Fig. 1: run 1, port wiring
Scale bar: 20 um.
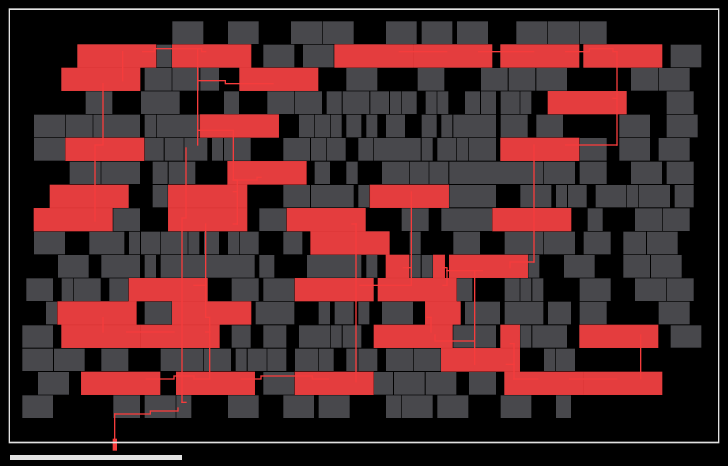
Fig. 2: run 1, register map, names as in the netlist
Scale bar: 20 um.
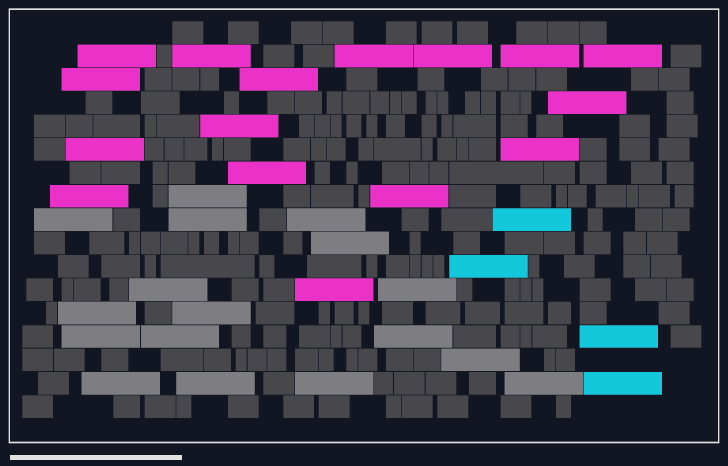
Fig. 3: run 1, wiring by layer
Only two layers are drawn.
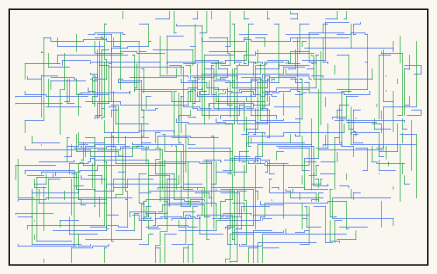
[src/rtl/pipeline_pkg.sv]
// pipeline_pkg: shared state encoding and constants for the pipeline hazard controller.
package pipeline_pkg;
  typedef enum logic {RUN = 1'b0, MEM_WAIT = 1'b1} state_t;
  localparam int REG_W = 5;
  localparam logic [REG_W-1:0] REG_ZERO = 5'd0;
  localparam int LAT_W = 4;
endpackage

[src/rtl/pipeline_hazard_controller_if.sv]
// pipeline_hazard_controller_if: hazard inputs from the datapath and pipeline control outputs.
interface pipeline_hazard_controller_if import pipeline_pkg::*; #(parameter int CNT_W = 16);
  logic [REG_W-1:0] id_rs;
  logic [REG_W-1:0] id_rt;
  logic id_uses_rt;
  logic ex_mem_read;
  logic [REG_W-1:0] ex_rt;
  logic ex_branch_taken;
  logic mem_access;
  logic pc_write;
  logic if_id_write;
  logic if_id_flush;
  logic id_ex_bubble;
  logic pipe_hold;
  logic [CNT_W-1:0] stall_cycles;
  logic [CNT_W-1:0] flush_count;
  modport master (
    output id_rs, id_rt, id_uses_rt, ex_mem_read, ex_rt, ex_branch_taken, mem_access,
    input pc_write, if_id_write, if_id_flush, id_ex_bubble, pipe_hold, stall_cycles, flush_count
  );
  modport slave (
    input id_rs, id_rt, id_uses_rt, ex_mem_read, ex_rt, ex_branch_taken, mem_access,
    output pc_write, if_id_write, if_id_flush, id_ex_bubble, pipe_hold, stall_cycles, flush_count
  );
endinterface

[src/rtl/sat_counter.sv]
// sat_counter: counter that clears on reset and sticks at all-ones.
module sat_counter #(parameter int W = 16) (
  input  logic clk,
  input  logic reset,
  input  logic inc,
  output logic [W-1:0] count
);
  always_ff @(posedge clk or negedge reset)
    if (!reset) count <= '0;
    else if (inc && count != '1) count <= count + 1'b1;
endmodule

[src/rtl/pipeline_hazard_controller.sv]
// pipeline_hazard_controller: Mealy stall/flush/freeze control for a 5-stage pipeline.
module pipeline_hazard_controller import pipeline_pkg::*; #(
  parameter int MEM_LATENCY = 1,
  parameter int CNT_W = 16
) (
  input logic clk,
  input logic reset,
  pipeline_hazard_controller_if.slave bus
);
  state_t state, state_nx;
  logic [LAT_W-1:0] wait_cnt, wait_nx;
  logic hold, load_use, flush, stall;
  always_comb begin
    hold = (state == MEM_WAIT && wait_cnt != '0) ||
           (state == RUN && bus.mem_access && MEM_LATENCY > 1);
    load_use = bus.ex_mem_read && bus.ex_rt != REG_ZERO &&
               (bus.ex_rt == bus.id_rs || (bus.id_uses_rt && bus.ex_rt == bus.id_rt));
    flush = !hold && bus.ex_branch_taken;
    stall = !hold && !flush && load_use;
    state_nx = state == RUN ? (hold ? MEM_WAIT : RUN) : (wait_cnt != '0 ? MEM_WAIT : RUN);
    wait_nx = state == RUN ? (hold ? LAT_W'(MEM_LATENCY - 2) : wait_cnt)
                           : (wait_cnt != '0 ? wait_cnt - 1'b1 : wait_cnt);
  end
  // Reset forces a safe bubble-only pattern while it is held low
  assign bus.pc_write     = reset && !hold && !stall;
  assign bus.if_id_write  = reset && !hold && !stall;
  assign bus.if_id_flush  = reset && flush;
  assign bus.id_ex_bubble = !reset || flush || stall;
  assign bus.pipe_hold    = reset && hold;
  always_ff @(posedge clk or negedge reset)
    if (!reset) begin
      state <= RUN;
      wait_cnt <= '0;
    end else begin
      state <= state_nx;
      wait_cnt <= wait_nx;
    end
  sat_counter #(.W(CNT_W)) u_stall (.clk(clk), .reset(reset), .inc(!bus.pc_write), .count(bus.stall_cycles));
  sat_counter #(.W(CNT_W)) u_flush (.clk(clk), .reset(reset), .inc(bus.if_id_flush), .count(bus.flush_count));
endmodule

[src/flat_wrapper.sv]
// flat-port wrapper written by rule: the top's interface ports become plain ports
module pipeline_hazard_controller_flat import pipeline_pkg::*;
#(
  parameter int MEM_LATENCY = 1,
  parameter int CNT_W = 16
)
  (clk, reset, bus_id_rs, bus_id_rt, bus_id_uses_rt, bus_ex_mem_read, bus_ex_rt, bus_ex_branch_taken, bus_mem_access, bus_pc_write, bus_if_id_write, bus_if_id_flush, bus_id_ex_bubble, bus_pipe_hold, bus_stall_cycles, bus_flush_count);
  pipeline_hazard_controller_if #(.CNT_W(CNT_W)) bus_i ();
  input logic clk;
  input logic reset;
  input wire logic [$bits(bus_i.id_rs)-1:0] bus_id_rs;
  input wire logic [$bits(bus_i.id_rt)-1:0] bus_id_rt;
  input wire logic [$bits(bus_i.id_uses_rt)-1:0] bus_id_uses_rt;
  input wire logic [$bits(bus_i.ex_mem_read)-1:0] bus_ex_mem_read;
  input wire logic [$bits(bus_i.ex_rt)-1:0] bus_ex_rt;
  input wire logic [$bits(bus_i.ex_branch_taken)-1:0] bus_ex_branch_taken;
  input wire logic [$bits(bus_i.mem_access)-1:0] bus_mem_access;
  output wire logic [$bits(bus_i.pc_write)-1:0] bus_pc_write;
  output wire logic [$bits(bus_i.if_id_write)-1:0] bus_if_id_write;
  output wire logic [$bits(bus_i.if_id_flush)-1:0] bus_if_id_flush;
  output wire logic [$bits(bus_i.id_ex_bubble)-1:0] bus_id_ex_bubble;
  output wire logic [$bits(bus_i.pipe_hold)-1:0] bus_pipe_hold;
  output wire logic [$bits(bus_i.stall_cycles)-1:0] bus_stall_cycles;
  output wire logic [$bits(bus_i.flush_count)-1:0] bus_flush_count;
  assign bus_i.id_rs = bus_id_rs;
  assign bus_i.id_rt = bus_id_rt;
  assign bus_i.id_uses_rt = bus_id_uses_rt;
  assign bus_i.ex_mem_read = bus_ex_mem_read;
  assign bus_i.ex_rt = bus_ex_rt;
  assign bus_i.ex_branch_taken = bus_ex_branch_taken;
  assign bus_i.mem_access = bus_mem_access;
  assign bus_pc_write = bus_i.pc_write;
  assign bus_if_id_write = bus_i.if_id_write;
  assign bus_if_id_flush = bus_i.if_id_flush;
  assign bus_id_ex_bubble = bus_i.id_ex_bubble;
  assign bus_pipe_hold = bus_i.pipe_hold;
  assign bus_stall_cycles = bus_i.stall_cycles;
  assign bus_flush_count = bus_i.flush_count;
  pipeline_hazard_controller #(.MEM_LATENCY(MEM_LATENCY), .CNT_W(CNT_W)) u_core (.clk(clk), .reset(reset), .bus(bus_i));
endmodule
[config.mk]
export PLATFORM = sky130hd
export DESIGN_NAME = pipeline_hazard_controller_flat
export DESIGN_NICKNAME = d
export VERILOG_FILES = /design/src/rtl/pipeline_pkg.sv /design/src/rtl/pipeline_hazard_controller_if.sv /design/src/rtl/sat_counter.sv /design/src/rtl/pipeline_hazard_controller.sv /design/src/flat_wrapper.sv
export SDC_FILE = /design/constraint.sdc
export NUM_CORES = 1
export LEC_CHECK = 0
export CORE_ASPECT_RATIO = 0.6
export CORE_UTILIZATION = 51
export DETAILED_ROUTE_END_ITERATION = 7
export HOLD_SLACK_MARGIN = 0.08
export PLACE_DENSITY = 0.85
export SYNTH_ARGS = -nofsm -noshare
export SYNTH_HDL_FRONTEND = slang
export SYNTH_SLANG_ARGS = --single-unit
[constraint.sdc]
create_clock -name clk -period 7.3 [get_ports clk]
set_clock_uncertainty 0.2 [all_clocks]
set_input_delay 1.46 -clock clk [delete_from_list [all_inputs] [get_ports clk]]
set_output_delay 1.46 -clock clk [all_outputs]
set_load 0.05 [all_outputs]
==> run summary, run 1 <==
Post-Route Setup TNS - 0 ns
Finished Cell Area - 0.00271 mm^2
Pwr top - combinational cells
Max Cap Viol - 0
drt initial violations - 113
final non-filler cell total - 297
CTS Hold Buffers Added - 0
Max-slew headroom - 65.8%
Worst-path clk slew - 0.07 ns
Remaining DRCs - 0
status - completed
final setup violation count - 0
Mean Syn Cell Area - 10.6 um^2
Gate Area - 0.00101 mm^2
area fraction in mux cells - 1.33%
Basic Gates by Area - 23.9%
ClkCell Share - 4.93%
reg2reg path depth - 8
HPWL after DPL - 3180 um
worst hold endpoint - u_core.u_stall.count[4]
Final min period - 5.79 ns
Worst Path Max Fanout - 16
worst r2r src - u_core.wait_cnt[0]
critical path arrival - 4.13 ns
Worst-Margin Slew - 0.511 ns
vias per cell - 5.32
CP Class - in2out
Pre-Repair DR Iteration Count - 4
worst path cell trace - clkdlybuf4s50_1, or4_1, o2111a_2, a21oi_4, clkdlybuf4s50_1
most numerous cell in the Yosys netlist - dfrtp_1
Post-Synth XOR/XNOR Area - 18.2%
fraction of layout cells with a size suffix above 1 - 10.0%
RSZ-0062 raised after global routing - false
Yosys Instances - 187
Slowest-stage cell, CP - clkdlybuf4s50_1
Comb power frac - 43.1%
TritonCTS clock tree - yes
Clk pwr share - 23.0%
OpenROAD warning count - 27
vias in the first global route - 1493
Nets - 273
power per standard cell area - 339 mW/mm^2
NonClk Buf Share - 20.7%
Max rail drop VDD - 0.285 mV
# Taps - 47
Syn. warnings - 0
H-tree lvl count - 2
adder share - 1.90%
async set-reset flop share out of synthesis - 100%
largest net degree at the start of global routing - 42
Unique cell types - 37
Slew Viols, Final - 0
EDFF count, synth - 0
Synth flops - 37
## Picture notes: Fig. 1
legend:
  red:
    port: reset
    direction: input
    end_cells: 41
    buffers: 2
    wire: 290 um
I/O pin cnt: 58
Port Buffer Count: 56

## Picture notes: Fig. 2
legend:
  magenta:
    name_in_the_netlist: u_core.u_stall.count
    placed_flops: 16
  cyan:
    name_in_the_netlist: u_core.wait_cnt
    placed_flops: 4
not coloured: 17
register area: 926 um^2
final core utilization: 73.8%
Seq area share: 34.1%
Sequential Power: 312 uW

## Picture notes: Fig. 3
legend:
  blue:
    layer: M1
    wire_length: 2080 um
  green:
    layer: M2
    wire_length: 1810 um
Total Routing Usage GR: 23.2%
per-cell routed wire length: 14.5 um
vias: 1581
WL final: 4310 um

run 1: placed cells by master, fill, tap and decap left out, types with 2 or more instances in the layout:
master           count
o211ai_1             2
or2_2                2
and2_1               3
nor4b_2              2
ha_1                 3
nor3b_2              2
nor2_1               7
nor3_1               9
bufinv_16            2
or4_1                2
nand2b_1             2
nand3_1             10
nand2_1             24
xnor2_1             24
xor2_1              17
o21ai_0              3
and4_1               2
nand4_1              8
and3_1               6
clkbuf_8             5
clkdlybuf4s50_1     55
dfrtp_1             37
inv_1                5
run 1: layer usage:
layer	wire length [um]	global-route usage [%]	part of all wire, %	up-vias
met1	2080	32.7	48	759
met2	1810	32.5	42	43
li1	-	-	-	771
met4	78	10.5	1.8	0
met3	342	7.09	7.9	8
met5	0	0	0	-
Fig. 4: run 1, the clock network
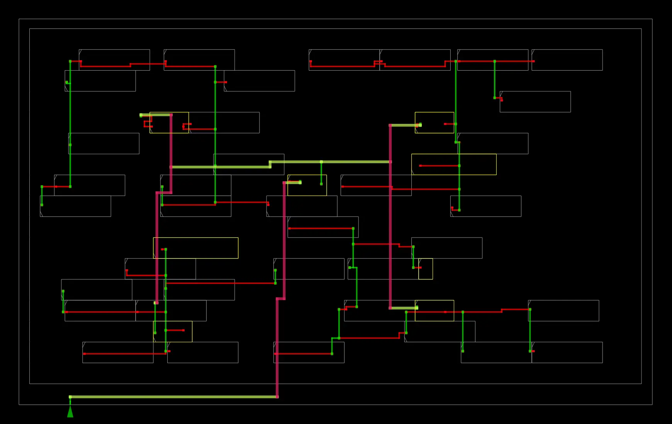

## Run 2: what changed since run 1
--- a/config.mk
+++ b/config.mk
@@ -6,10 +6,10 @@
 export NUM_CORES = 1
 export LEC_CHECK = 0
 export CORE_ASPECT_RATIO = 0.6
-export CORE_UTILIZATION = 51
+export CORE_UTILIZATION = 43
 export DETAILED_ROUTE_END_ITERATION = 7
 export HOLD_SLACK_MARGIN = 0.08
-export PLACE_DENSITY = 0.85
+export PLACE_DENSITY = 0.77
 export SYNTH_ARGS = -nofsm -noshare
 export SYNTH_HDL_FRONTEND = slang
 export SYNTH_SLANG_ARGS = --single-unit
==> constraint.sdc (replaced) <==
create_clock -name clk -period 4.9 [get_ports clk]
set_clock_uncertainty 0.2 [all_clocks]
set_input_delay 0.98 -clock clk [delete_from_list [all_inputs] [get_ports clk]]
set_output_delay 0.98 -clock clk [all_outputs]
set_load 0.05 [all_outputs]
Fig. 5: run 2, the clock network
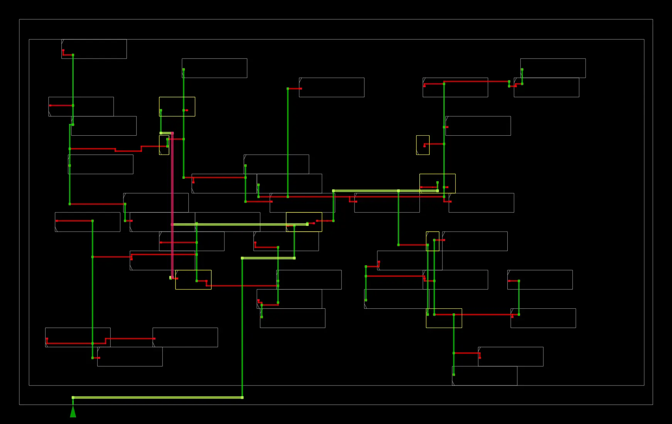
clk sinks: 37
clk ins delay skew pair: 0.29 ns

Fig. 6: run 2, register map, names as in the netlist
Scale bar: 20 um.
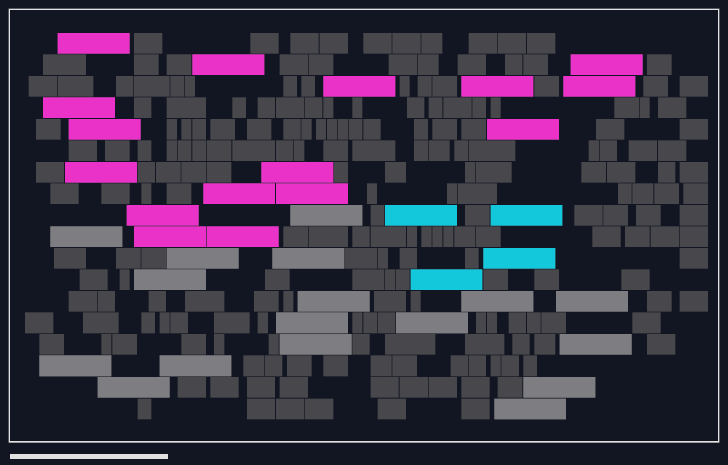
legend:
  magenta:
    name_in_the_netlist: u_core.u_stall.count
    placed_flops: 16
  cyan:
    name_in_the_netlist: u_core.wait_cnt
    placed_flops: 4
not coloured: 17

==> run summary, run 2 <==
CTS Hold Buffers Added - 0 (unchanged)
final non-filler cell total - 311 (+4.7%)
Max Cap Viol - 0 (unchanged)
Max rail drop VDD - 0.421 mV (+48%)
Synth flops - 37 (unchanged)
Mean Syn Cell Area - 10.6 um^2 (unchanged)
Commonest Layout Cell - clkdlybuf4s50_1
Syn. warnings - 0 (unchanged)
Worst-Margin Slew - 0.546 ns (+0.0348 ns)
most numerous cell in the Yosys netlist - dfrtp_1
Yosys Instances - 187 (unchanged)
critical path arrival - 3.21 ns (-0.92 ns)
Pre-Repair DR Iteration Count - 4 (unchanged)
register area - 926 um^2 (unchanged)
routed length on met2 - 1780 um (-1.3%)
Top Metal Used - met4
Total Routing Usage GR - 19.9% (-3.3 points)
H-tree lvl count - 2 (unchanged)
DRT met1 WL - 2260 um (+8.6%)
# Taps - 60 (+28%)
Basic Gates by Area - 23.9% (unchanged)
Nets - 274 (+0.37%)
EDFF count, synth - 0 (unchanged)
async set-reset flop share out of synthesis - 100% (unchanged)
status - completed
Final min period - 4.39 ns
global-route met1 utilization - 29.0% (-3.7 points)
Comb power frac - 46.7% (+3.6 points)
DR WL met3 - 291 um (-15%)
ClkCell Share - 3.08% (-1.9 points)
WL final - 4360 um (+1.1%)
Post-Synth XOR/XNOR Area - 18.2% (unchanged)
Post-Route Setup TNS - 0 ns (unchanged)
drt initial violations - 48 (-58%)
final setup violation count - 0 (unchanged)
Unique cell types - 37 (unchanged)
Port Buffer Count - 56 (unchanged)
run 2: worst max-delay path, cell delays in order:
cell	delay [ns]
clkdlybuf4s50_1	0.46
or4_1	0.55
o2111a_2	0.30
nand2_1	0.08
o211ai_1	0.10
clkdlybuf4s50_1	0.73
run 2: path summary, 6_finish.rpt:
path | endpoint | depth (start not counted) | slack [ns]
worst max-delay path | bus_id_ex_bubble | 6 | 0.51
worst min-delay path | u_core.u_stall.count[15] | 1 | 0.30
worst max register to register | u_core.u_stall.count[11] | 9 | 2.39
worst min register to register | u_core.u_stall.count[15] | 1 | 0.30
max in group asynchronous | u_core.u_flush.count[14] | 2 | 3.44
min in group asynchronous | u_core.u_stall.count[7] | 1 | 0.41
## Run 3: what changed since run 2
--- a/config.mk
+++ b/config.mk
@@ -5,11 +5,13 @@
 export SDC_FILE = /design/constraint.sdc
 export NUM_CORES = 1
 export LEC_CHECK = 0
+export CELL_PAD_IN_SITES_DETAIL_PLACEMENT = 0
+export CELL_PAD_IN_SITES_GLOBAL_PLACEMENT = 1
 export CORE_ASPECT_RATIO = 0.6
-export CORE_UTILIZATION = 43
+export CORE_UTILIZATION = 32
 export DETAILED_ROUTE_END_ITERATION = 7
 export HOLD_SLACK_MARGIN = 0.08
-export PLACE_DENSITY = 0.77
+export PLACE_DENSITY_LB_ADDON = 0.1
 export SYNTH_ARGS = -nofsm -noshare
 export SYNTH_HDL_FRONTEND = slang
 export SYNTH_SLANG_ARGS = --single-unit
==> run summary, run 3 <==
Commonest Layout Cell - clkdlybuf4s50_1
hold path cells - 1 (unchanged)
total leakage power - 1.10 nW
worst hold endpoint - u_core.u_flush.count[9]
global-route met1 utilization - 27.6% (-1.4 points)
Worst-path clk slew - 0.07 ns
crit path to - bus_id_ex_bubble
CP peak stage delay - 0.75 ns (+0.02 ns)
Max rail drop VDD - 0.296 mV (-30%)
Slowest-stage cell, CP - clkdlybuf4s50_1
critical path arrival - 3.26 ns (+0.05 ns)
vias per cell - 4.67
Syn. warnings - 0 (unchanged)
Worst Path Buf+Inv - 2 (unchanged)
status - completed
Mean Syn Cell Area - 10.6 um^2 (unchanged)
Yosys Instances - 187 (unchanged)
clk sinks - 37 (unchanged)
Max Cap Viol - 0 (unchanged)
Total Routing Usage GR - 16.1% (-3.7 points)
DRT met1 WL - 2830 um (+25%)
vias - 1545
power per standard cell area - 469 mW/mm^2
clock group power - 215 uW
Synth flops - 37 (unchanged)
Max-slew headroom - 57.6%
EDFF count, synth - 0 (unchanged)
Max clock buf depth - 2
WL final - 4770 um (+9.5%)
Worst-Margin Slew - 0.633 ns (+0.0873 ns)
dominant logic cell types in the final layout - clkdlybuf4s50_1, dfrtp_1, xnor2_1, nand2_1, xor2_1
async set-reset flop share out of synthesis - 100% (unchanged)
final setup violation count - 0 (unchanged)
Post-Route Setup TNS - 0 ns (unchanged)
syn_nets - 211
routed length on met2 - 1620 um (-8.9%)
Final min period - 4.44 ns (+0.0518 ns)
Die Footprint - 0.00651 mm^2
CTS Root Cell - clkbuf_8
Comb power frac - 46.3% (-0.4 points)
Unique cell types - 37 (unchanged)
most numerous cell in the Yosys netlist - dfrtp_1
Critical Path Stages - 6 (unchanged)
top cells by count - dfrtp_1, nand2_1, xnor2_1
Pre-Repair DR Iteration Count - 4 (unchanged)
most used cell along the critical path - clkdlybuf4s50_1
drt initial violations - 90 (+88%)
clk ins delay skew pair - 0.28 ns (about the same)
worst r2r src - u_core.wait_cnt[0]
Port Buffer Count - 56 (unchanged)
DR WL met3 - 301 um (+3.4%)
synth top area cells - dfrtp_1, xnor2_1, xor2_1, nand2_1, nand3_1
worst path cell trace - clkdlybuf4s50_1, or4_1, o2111a_2, nand2_1, o211ai_1, clkdlybuf4s50_1
reg2reg path depth - 9 (unchanged)
CTS Hold Buffers Added - 0 (unchanged)
Top Metal Used - met4
worst setup margin - 0.463 ns
R2R setup slack - 2.36 ns (-0.03 ns)
worst reg2reg path endpoint - u_core.u_stall.count[1]
sequential share of power - 36.7%
H-tree lvl count - 2 (unchanged)
final core utilization - 47.2%
Pwr top - combinational cells
crit end category - output port
Nets - 275 (+0.36%)
delay-heaviest family, CP - buffers and inverters
first-pass GRT wire length - 7850 um
final non-filler cell total - 331 (+6.4%)
switching part of the total - 44.8%
-- run 3: cell count changes in the layout (fill, tap and decap cells not counted) --
cell	delta
buf_4	+1
clkbuf_8	+1
clkinv_2	-2
-- run 3: layout make-up --
cell class | instances | area (um^2)
clock buffer | 7 | 86.3
fill | 559 | 3040
inverter | 5 | 18.8
multi-input combinational | 143 | 1010
sequential | 37 | 926
tap | 80 | 100
timing repair buffer | 59 | 573
-- run 3: cell families (layout without fill, tap and decap cells) --
kind of cell | after synthesis | in the layout | share of synthesized area [%]
XOR/XNOR | 41 | 41 | 18.2
AND/OR/NAND/NOR | 84 | 84 | 23.9
multiplexers | 2 | 2 | 1.33
buffers and inverters | 7 | 71 | 1.90
flip-flops | 37 | 37 | 46.8
adder cells (fa/ha/maj) | 3 | 3 | 1.90
AND-OR/OR-AND | 13 | 13 | 6.01
Fig. 7: run 3, the clock network
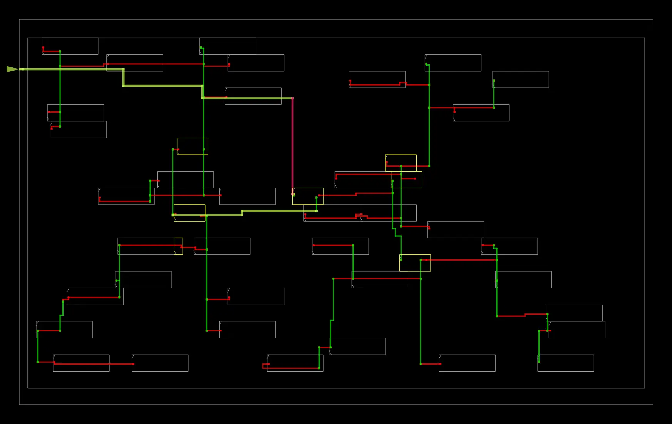
clock buffers: 7
CTS Buf Count: 5

Fig. 8: run 3, wiring by layer
Only two layers are drawn.
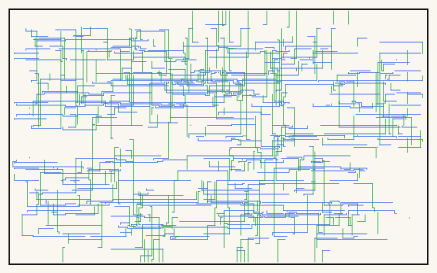
legend:
  blue:
    layer: M1
    wire_length: 2830 um
  green:
    layer: M2
    wire_length: 1620 um

Power is estimated from default activity; no workload was simulated.
